### src/rtl/ex_operand_stage_if.sv
// ----------------------------------------------------------------------------
// ex_operand_stage_if
//  Bundles the ID/EX operand-stage signals: pipeline control (stall/flush),
//  the ID-stage instruction fields, the EX/MEM and MEM/WB forwarding sources,
//  and the EX-stage operand outputs.
//  Modports:
//    master : surrounding pipeline; drives the stall/flush, id_*, exmem_* and
//             memwb_* signals and receives ex_*.
//    slave  : ex_operand_stage; receives the control, id_* and forwarding
//             signals and drives ex_*.
// ----------------------------------------------------------------------------
interface ex_operand_stage_if #(
  parameter int DATA_W     = 32,
  parameter int IMM_W      = 16,
  parameter int REG_ADDR_W = 5
);
  // Pipeline control
  logic                  stall;
  logic                  flush;

  // ID-stage instruction fields
  logic                  id_valid;
  logic [DATA_W-1:0]     id_read_rs;
  logic [DATA_W-1:0]     id_read_rt;
  logic [IMM_W-1:0]      id_imm;
  logic [REG_ADDR_W-1:0] id_rs;
  logic [REG_ADDR_W-1:0] id_rt;
  logic                  id_alu_src;
  logic [1:0]            id_ext_mode;

  // Forwarding sources
  logic                  exmem_wr;
  logic [REG_ADDR_W-1:0] exmem_rd;
  logic [DATA_W-1:0]     exmem_result;
  logic                  memwb_wr;
  logic [REG_ADDR_W-1:0] memwb_rd;
  logic [DATA_W-1:0]     memwb_result;

  // EX-stage operands
  logic                  ex_valid;
  logic [DATA_W-1:0]     ex_op_a;
  logic [DATA_W-1:0]     ex_op_b;
  logic [DATA_W-1:0]     ex_store_data;
  logic [1:0]            ex_fwd_a;
  logic [1:0]            ex_fwd_b;

  modport master (
    output stall, flush,
    output id_valid, id_read_rs, id_read_rt, id_imm, id_rs, id_rt,
           id_alu_src, id_ext_mode,
    output exmem_wr, exmem_rd, exmem_result,
    output memwb_wr, memwb_rd, memwb_result,
    input  ex_valid, ex_op_a, ex_op_b, ex_store_data, ex_fwd_a, ex_fwd_b
  );

  modport slave (
    input  stall, flush,
    input  id_valid, id_read_rs, id_read_rt, id_imm, id_rs, id_rt,
           id_alu_src, id_ext_mode,
    input  exmem_wr, exmem_rd, exmem_result,
    input  memwb_wr, memwb_rd, memwb_result,
    output ex_valid, ex_op_a, ex_op_b, ex_store_data, ex_fwd_a, ex_fwd_b
  );
endinterface

### src/rtl/ex_operand_stage.sv
// ----------------------------------------------------------------------------
// ex_operand_stage
//  ID/EX pipeline register followed by EX-stage operand selection: operand
//  forwarding from EX/MEM and MEM/WB, a three-mode immediate extender, and the
//  ALU operand B mux.
//  Ports:
//    clk   : rising-edge clock
//    reset : synchronous, active-high; clears the whole ID/EX register
//    bus   : ex_operand_stage_if.slave
//            in  : stall, flush, id_*, exmem_*, memwb_*
//            out : ex_valid, ex_op_a, ex_op_b, ex_store_data, ex_fwd_a, ex_fwd_b
//  Register update priority per edge: reset > flush > stall > load.
//  Forwarding and extension are purely combinational from the register and
//  the live forwarding inputs.
// ----------------------------------------------------------------------------
module ex_operand_stage #(
  parameter int DATA_W     = 32,
  parameter int IMM_W      = 16,
  parameter int REG_ADDR_W = 5
) (
  input logic              clk,
  input logic              reset,
  ex_operand_stage_if.slave bus
);

  // Forwarding source encoding reported on ex_fwd_a / ex_fwd_b
  localparam logic [1:0] FWD_REG   = 2'b00;
  localparam logic [1:0] FWD_MEMWB = 2'b01;
  localparam logic [1:0] FWD_EXMEM = 2'b10;

  typedef struct packed {
    logic                  valid;
    logic [DATA_W-1:0]     read_rs;
    logic [DATA_W-1:0]     read_rt;
    logic [IMM_W-1:0]      imm;
    logic [REG_ADDR_W-1:0] rs;
    logic [REG_ADDR_W-1:0] rt;
    logic                  alu_src;
    logic [1:0]            ext_mode;
  } idex_t;

  idex_t idex_q;
  idex_t idex_d;

  // --------------------------------------------------------------------------
  // ID/EX register. A flush zeroes the addresses too, so a bubble can never
  // match a forwarding destination; flush wins over stall.
  // --------------------------------------------------------------------------
  always_comb begin
    idex_d = idex_q;
    if (bus.flush) begin
      idex_d = '0;
    end else if (!bus.stall) begin
      idex_d.valid    = bus.id_valid;
      idex_d.read_rs  = bus.id_read_rs;
      idex_d.read_rt  = bus.id_read_rt;
      idex_d.imm      = bus.id_imm;
      idex_d.rs       = bus.id_rs;
      idex_d.rt       = bus.id_rt;
      idex_d.alu_src  = bus.id_alu_src;
      idex_d.ext_mode = bus.id_ext_mode;
    end
  end

  always_ff @(posedge clk) begin
    if (reset) begin
      idex_q <= '0;
    end else begin
      idex_q <= idex_d;
    end
  end

  // --------------------------------------------------------------------------
  // Forwarding: index 0 is rs (operand A), index 1 is rt (operand B / store).
  // EX/MEM is the younger result, so it beats MEM/WB. Register 0 is hardwired
  // to zero and is never forwarded, whatever a writer claims.
  // --------------------------------------------------------------------------
  logic [1:0][REG_ADDR_W-1:0] src_addr;
  logic [1:0][DATA_W-1:0]     src_data;
  logic [1:0][1:0]            fwd_sel;
  logic [1:0][DATA_W-1:0]     fwd_data;

  assign src_addr[0] = idex_q.rs;
  assign src_addr[1] = idex_q.rt;
  assign src_data[0] = idex_q.read_rs;
  assign src_data[1] = idex_q.read_rt;

  genvar gi;
  generate
    for (gi = 0; gi < 2; gi++) begin : g_fwd
      logic [1:0]        sel;
      logic [DATA_W-1:0] data;

      always_comb begin
        sel  = FWD_REG;
        data = src_data[gi];
        if (src_addr[gi] != '0) begin
          if (bus.exmem_wr && (bus.exmem_rd == src_addr[gi])) begin
            sel  = FWD_EXMEM;
            data = bus.exmem_result;
          end else if (bus.memwb_wr && (bus.memwb_rd == src_addr[gi])) begin
            sel  = FWD_MEMWB;
            data = bus.memwb_result;
          end
        end
      end

      assign fwd_sel[gi]  = sel;
      assign fwd_data[gi] = data;
    end
  endgenerate

  // --------------------------------------------------------------------------
  // Immediate extension. Mode 11 behaves as sign extension. With no spare
  // bits (DATA_W == IMM_W) every mode passes the immediate through unchanged.
  // --------------------------------------------------------------------------
  logic [DATA_W-1:0] ext_imm;

  generate
    if (DATA_W == IMM_W) begin : g_ext_none
      assign ext_imm = idex_q.imm;
    end else begin : g_ext
      localparam int PAD_W = DATA_W - IMM_W;
      always_comb begin
        case (idex_q.ext_mode)
          2'b01:   ext_imm = {{PAD_W{1'b0}}, idex_q.imm};
          2'b10:   ext_imm = {idex_q.imm, {PAD_W{1'b0}}};
          default: ext_imm = {{PAD_W{idex_q.imm[IMM_W-1]}}, idex_q.imm};
        endcase
      end
    end
  endgenerate

  // --------------------------------------------------------------------------
  // Outputs. Store data is always the forwarded rt, and ex_fwd_b reports the
  // rt source even when operand B is the immediate.
  // --------------------------------------------------------------------------
  assign bus.ex_valid      = idex_q.valid;
  assign bus.ex_op_a       = fwd_data[0];
  assign bus.ex_op_b       = idex_q.alu_src ? ext_imm : fwd_data[1];
  assign bus.ex_store_data = fwd_data[1];
  assign bus.ex_fwd_a      = fwd_sel[0];
  assign bus.ex_fwd_b      = fwd_sel[1];

endmodule
### src/flat_wrapper.sv
// flat-port wrapper written by rule: the top's interface ports become plain ports
module ex_operand_stage_flat 
#(
  parameter int DATA_W     = 32,
  parameter int IMM_W      = 16,
  parameter int REG_ADDR_W = 5
)
  (clk, reset, bus_stall, bus_flush, bus_id_valid, bus_id_read_rs, bus_id_read_rt, bus_id_imm, bus_id_rs, bus_id_rt, bus_id_alu_src, bus_id_ext_mode, bus_exmem_wr, bus_exmem_rd, bus_exmem_result, bus_memwb_wr, bus_memwb_rd, bus_memwb_result, bus_ex_valid, bus_ex_op_a, bus_ex_op_b, bus_ex_store_data, bus_ex_fwd_a, bus_ex_fwd_b);
  ex_operand_stage_if #(.DATA_W(DATA_W), .IMM_W(IMM_W), .REG_ADDR_W(REG_ADDR_W)) bus_i ();
  input logic clk;
  input logic reset;
  input wire logic [$bits(bus_i.stall)-1:0] bus_stall;
  input wire logic [$bits(bus_i.flush)-1:0] bus_flush;
  input wire logic [$bits(bus_i.id_valid)-1:0] bus_id_valid;
  input wire logic [$bits(bus_i.id_read_rs)-1:0] bus_id_read_rs;
  input wire logic [$bits(bus_i.id_read_rt)-1:0] bus_id_read_rt;
  input wire logic [$bits(bus_i.id_imm)-1:0] bus_id_imm;
  input wire logic [$bits(bus_i.id_rs)-1:0] bus_id_rs;
  input wire logic [$bits(bus_i.id_rt)-1:0] bus_id_rt;
  input wire logic [$bits(bus_i.id_alu_src)-1:0] bus_id_alu_src;
  input wire logic [$bits(bus_i.id_ext_mode)-1:0] bus_id_ext_mode;
  input wire logic [$bits(bus_i.exmem_wr)-1:0] bus_exmem_wr;
  input wire logic [$bits(bus_i.exmem_rd)-1:0] bus_exmem_rd;
  input wire logic [$bits(bus_i.exmem_result)-1:0] bus_exmem_result;
  input wire logic [$bits(bus_i.memwb_wr)-1:0] bus_memwb_wr;
  input wire logic [$bits(bus_i.memwb_rd)-1:0] bus_memwb_rd;
  input wire logic [$bits(bus_i.memwb_result)-1:0] bus_memwb_result;
  output wire logic [$bits(bus_i.ex_valid)-1:0] bus_ex_valid;
  output wire logic [$bits(bus_i.ex_op_a)-1:0] bus_ex_op_a;
  output wire logic [$bits(bus_i.ex_op_b)-1:0] bus_ex_op_b;
  output wire logic [$bits(bus_i.ex_store_data)-1:0] bus_ex_store_data;
  output wire logic [$bits(bus_i.ex_fwd_a)-1:0] bus_ex_fwd_a;
  output wire logic [$bits(bus_i.ex_fwd_b)-1:0] bus_ex_fwd_b;
  assign bus_i.stall = bus_stall;
  assign bus_i.flush = bus_flush;
  assign bus_i.id_valid = bus_id_valid;
  assign bus_i.id_read_rs = bus_id_read_rs;
  assign bus_i.id_read_rt = bus_id_read_rt;
  assign bus_i.id_imm = bus_id_imm;
  assign bus_i.id_rs = bus_id_rs;
  assign bus_i.id_rt = bus_id_rt;
  assign bus_i.id_alu_src = bus_id_alu_src;
  assign bus_i.id_ext_mode = bus_id_ext_mode;
  assign bus_i.exmem_wr = bus_exmem_wr;
  assign bus_i.exmem_rd = bus_exmem_rd;
  assign bus_i.exmem_result = bus_exmem_result;
  assign bus_i.memwb_wr = bus_memwb_wr;
  assign bus_i.memwb_rd = bus_memwb_rd;
  assign bus_i.memwb_result = bus_memwb_result;
  assign bus_ex_valid = bus_i.ex_valid;
  assign bus_ex_op_a = bus_i.ex_op_a;
  assign bus_ex_op_b = bus_i.ex_op_b;
  assign bus_ex_store_data = bus_i.ex_store_data;
  assign bus_ex_fwd_a = bus_i.ex_fwd_a;
  assign bus_ex_fwd_b = bus_i.ex_fwd_b;
  ex_operand_stage #(.DATA_W(DATA_W), .IMM_W(IMM_W), .REG_ADDR_W(REG_ADDR_W)) u_core (.clk(clk), .reset(reset), .bus(bus_i));
endmodule
### config.mk
export PLATFORM = sky130hd
export DESIGN_NAME = ex_operand_stage_flat
export DESIGN_NICKNAME = d
export VERILOG_FILES = /design/src/rtl/ex_operand_stage_if.sv /design/src/rtl/ex_operand_stage.sv /design/src/flat_wrapper.sv
export SDC_FILE = /design/constraint.sdc
export NUM_CORES = 1
export LEC_CHECK = 0
export CORE_UTILIZATION = 46
export CTS_BUF_LIST = sky130_fd_sc_hd__clkbuf_8
export DETAILED_ROUTE_END_ITERATION = 10
export GPL_ROUTABILITY_DRIVEN = 1
export GPL_TIMING_DRIVEN = 1
export PLACE_DENSITY = 0.92
export SYNTH_ARGS = -nofsm -noshare
export SYNTH_HDL_FRONTEND = slang
export SYNTH_SLANG_ARGS = --single-unit
### constraint.sdc
create_clock -name clk -period 6.7 [get_ports clk]
set_input_delay 1.675 -clock clk [delete_from_list [all_inputs] [get_ports clk]]
set_output_delay 1.675 -clock clk [all_outputs]
set_load 0.005 [all_outputs]
### Met1 routing

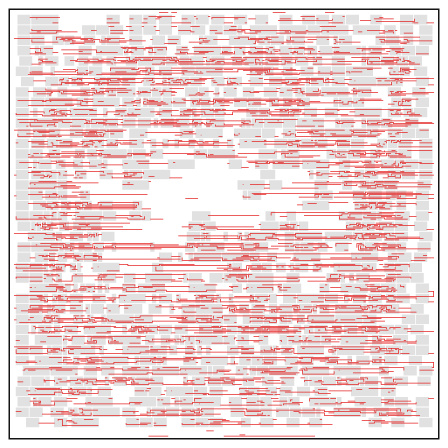
The wires run mostly horizontal. The longest straight run is 48.8 um. 912 nets have wire on it.
wire length reported by the detailed router: 22300 um
total vias in the final route: 6233

### Met2 routing

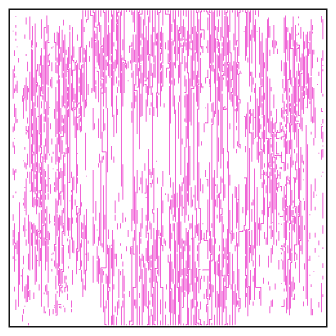
The layer holds 48% of the routed length. 911 nets have wire on it. The longest straight run is 61.9 um.
met2 Resource Use GR: 0.591

==> CHANGELOG.md <==
### Changed

* Post-detailed-placement half-perimeter wirelength at ~16000 um
* DRC violation count after routing at 0
* Number of synthesis warnings at 0
* Transition time at the pin with the least slew margin at 1.12 ns
* Cell type contributing the most total cell area after synthesis: dfxtp_1
* Setup repair after global routing missed its margin: false
* Combinational gate area at around 3500 sq um
* Start point of the worst hold path: u_core.idex_q[86]
* Flip-flop and latch power at 0.594 mW
* Register-to-register setup slack at approximately 5.3 ns
* ANT cells at 0
* Synth Area in Adders at 0.00444
* Final number of max-transition violations at 0
* Most frequent cells after synthesis: 114 x nor2_1, 94 x dfxtp_1, 94 x mux2i_1
* Seq. cell area at between 1500 and 2000 sq um
* Maximum number of pins on one net before global-route repair at roughly 95
* Synth Area in Simple Gates at 0.172
* Placement Cell Area at around 8400 sq um
* Count of TritonRoute iterations in the first routing pass at 5
* Area fraction in xor and xnor cells at 0.0311
* Most repeated cell in the gate-level netlist after synthesis: nor2_1
* Number of enable-type register cells in the synthesized netlist at 0
* Peak clock frequency supported by timing at roughly 160 MHz
* Total Die Area at 12700 sq um
* Clk_buf instances at 9
* Most frequently placed logic cell in the final layout: clkdlybuf4s50_1
* Flop Count at between 90 and 100
* Post-Syn Area per Cell at 8.71 sq um
* Final cycle utilization of the critical path at 0.907
* #MultiIn Comb at approximately 490
* Number of flip-flops in the largest register at slightly above 90
* Number of fill cells in the layout at a little over 900
* Most frequent cells in the layout: 273 x clkdlybuf4s50_1, 113 x nor2_1, 94 x mux2i_1, 94 x dfxtp_1, 49 x o31ai_1
* ANT nets after route at 0
* Vias in the first global route at slightly above 6000
* Run status: finished clean
* Global-route met1 utilization at 0.411
* Width of the die at 113 um
* Layout Skew at 0 ns
* Post-synth seq share at 0.334
* Worst Path Buf+Inv at 3
* Synth Net Count at just over 800
* Fin Setup TNS at 0 ns
* Portion of total power attributed to sequential cells at 0.460
* R2R Path End: u_core.idex_q[2]
* Met3 routed wirelength at 1840 um
* Top Consumer: registers
* Mapped cell area at between 5000 and 6000 sq um
* Number of standard cells reported by yosys at around 650
* Async SR Flop Fraction at 0
* Worst-path cell chain: clkdlybuf4s50_1 -> xnor2_1 -> nand4_1 -> or3_1 -> inv_4 -> or3_1 -> o221a_1 -> clkdlybuf4s50_1
* Cts hold-fix bufs at 0
* Power Dens Cells at 150 nW/um^2
* Count of endpoints failing setup in the final report at 0
* NetSw at roughly 0.37 mW
* Compound-cell area share of the yosys netlist at 0.243
* Sw frac at 0.287
* Worst EP required at just over 5 ns
* Final count of hold timing violations at 0
* Critical path endpoint: bus_ex_op_b[30]
* Seq area share at 0.218
* Clock transition time at the flip-flop clock pins of the worst setup and hold paths at roughly 0.10 ns
* Clock Power at between 0.3 and 0.4 mW
* Number of buffers on the longest clock path at 2
* Fraction of area in clock buffers and inverters at 0.0219
* Endpoint of the worst hold path: u_core.idex_q[86]
* Max VDD drop at 119 uV
* Gate count after technology mapping at 647
* Drt via density at just over 6
* Clock sink count at around 94
* Clock network power share at 0.286
* TritonCTS buffer count at 9
* Fraction of area in multi-input gates at 0.408
* Critical R2R Launch: u_core.idex_q[2]
* Iter 0 DRT Violations at around 620
* Overflow left after global routing at 0
* Buffers, non-clock at between 200 and 300
* Logic gate share of total power at 0.254
* Worst setup path class: input port to primary output
* Clk Latency, worst-skew pair at about 0.36 ns
* Largest class: combinational gates
* Class of the tightest hold or removal check: flip-flop to flip-flop
* Met1 wire length at roughly 9000 um
* Delay-heaviest family, CP: buffers and inverters
* Placeable core region at approximately 12000 sq um
* Top routing layer used: met4
* Placed insts at just over 1000
* Crit path time final at between 6 and 7 ns
* Critical Path Source Type: input port
* Leakage power total at about 3.3 nW
* Buffers inserted during post-CTS setup optimization at 0
* All-layer global routing usage at 0.345
* GPL Wtd Cong at ~0.96
* Min-Delay Path Depth at 2
* Max incr delay on CP at about 0.52 ns
* Crit path setup slack, layout at around 0.62 ns
* First-pass GRT wire length at between 30000 and 40000 um
* Number of I/O pins at ~280
* Yosys stat area at ~5600 sq um
* Antenna violations before repair at 0
* Worst Setup End Kind: primary output
* Core Util at FP at 0.471
* Sum of internal, switching and leakage power at 1.29 mW
* Number of gates resized after cts at 0
* Buffer share of cell area at 0.329
* Root buffer selected by CTS: clkbuf_8
* Vertical extent of the die at approximately 110 um
* Count of unique library cells instantiated by Yosys at 39
* WL/cell at ~22 um
* Commonest register cell after synthesis: dfxtp_1
* H-tree levels at 3
* Comb pwr at roughly 0.33 mW
* Signal arrival time at the worst endpoint at between 4 and 5 ns
* Tap Cells at roughly 150
* Hold WS at around 0.51 ns
* Fraction of final layout cells sized beyond drive strength 1 at 0.0430
* Worst rel slew slack at 0.250
* Dominant combinational cell family by area after synthesis: AND-OR/OR-AND gates
* Crit-path slowest cell: clkdlybuf4s50_1
* Row Count at 40
* Final-stage net count at between 1000 and 1500
* Largest register by flop count: u_core.idex_q
* Non-filler instance count after layout at about 1000
### M3 wires

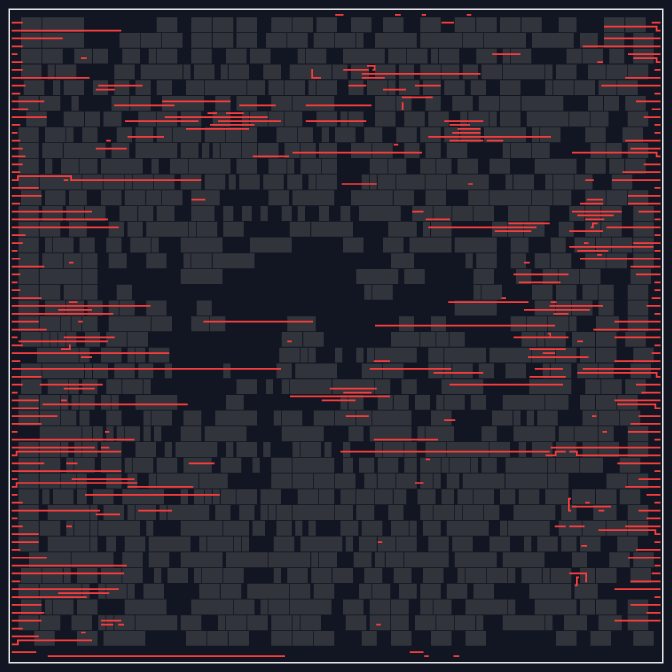
The longest straight run is 46.2 um. The wires run mostly horizontal.
met3 track utilization from global routing: 0.0605

### Signal wires on met4

The bar under the picture is 20 um long.
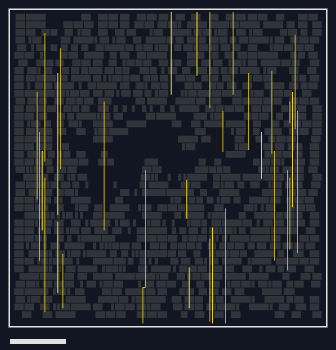
The layer carries 1010 um of wire. The longest straight run is 50.3 um. The wires run mostly vertical. The layer holds 4.5% of the routed length. 29 nets have wire on it.

No activity file was given, so power comes from the tool's default toggle rates.
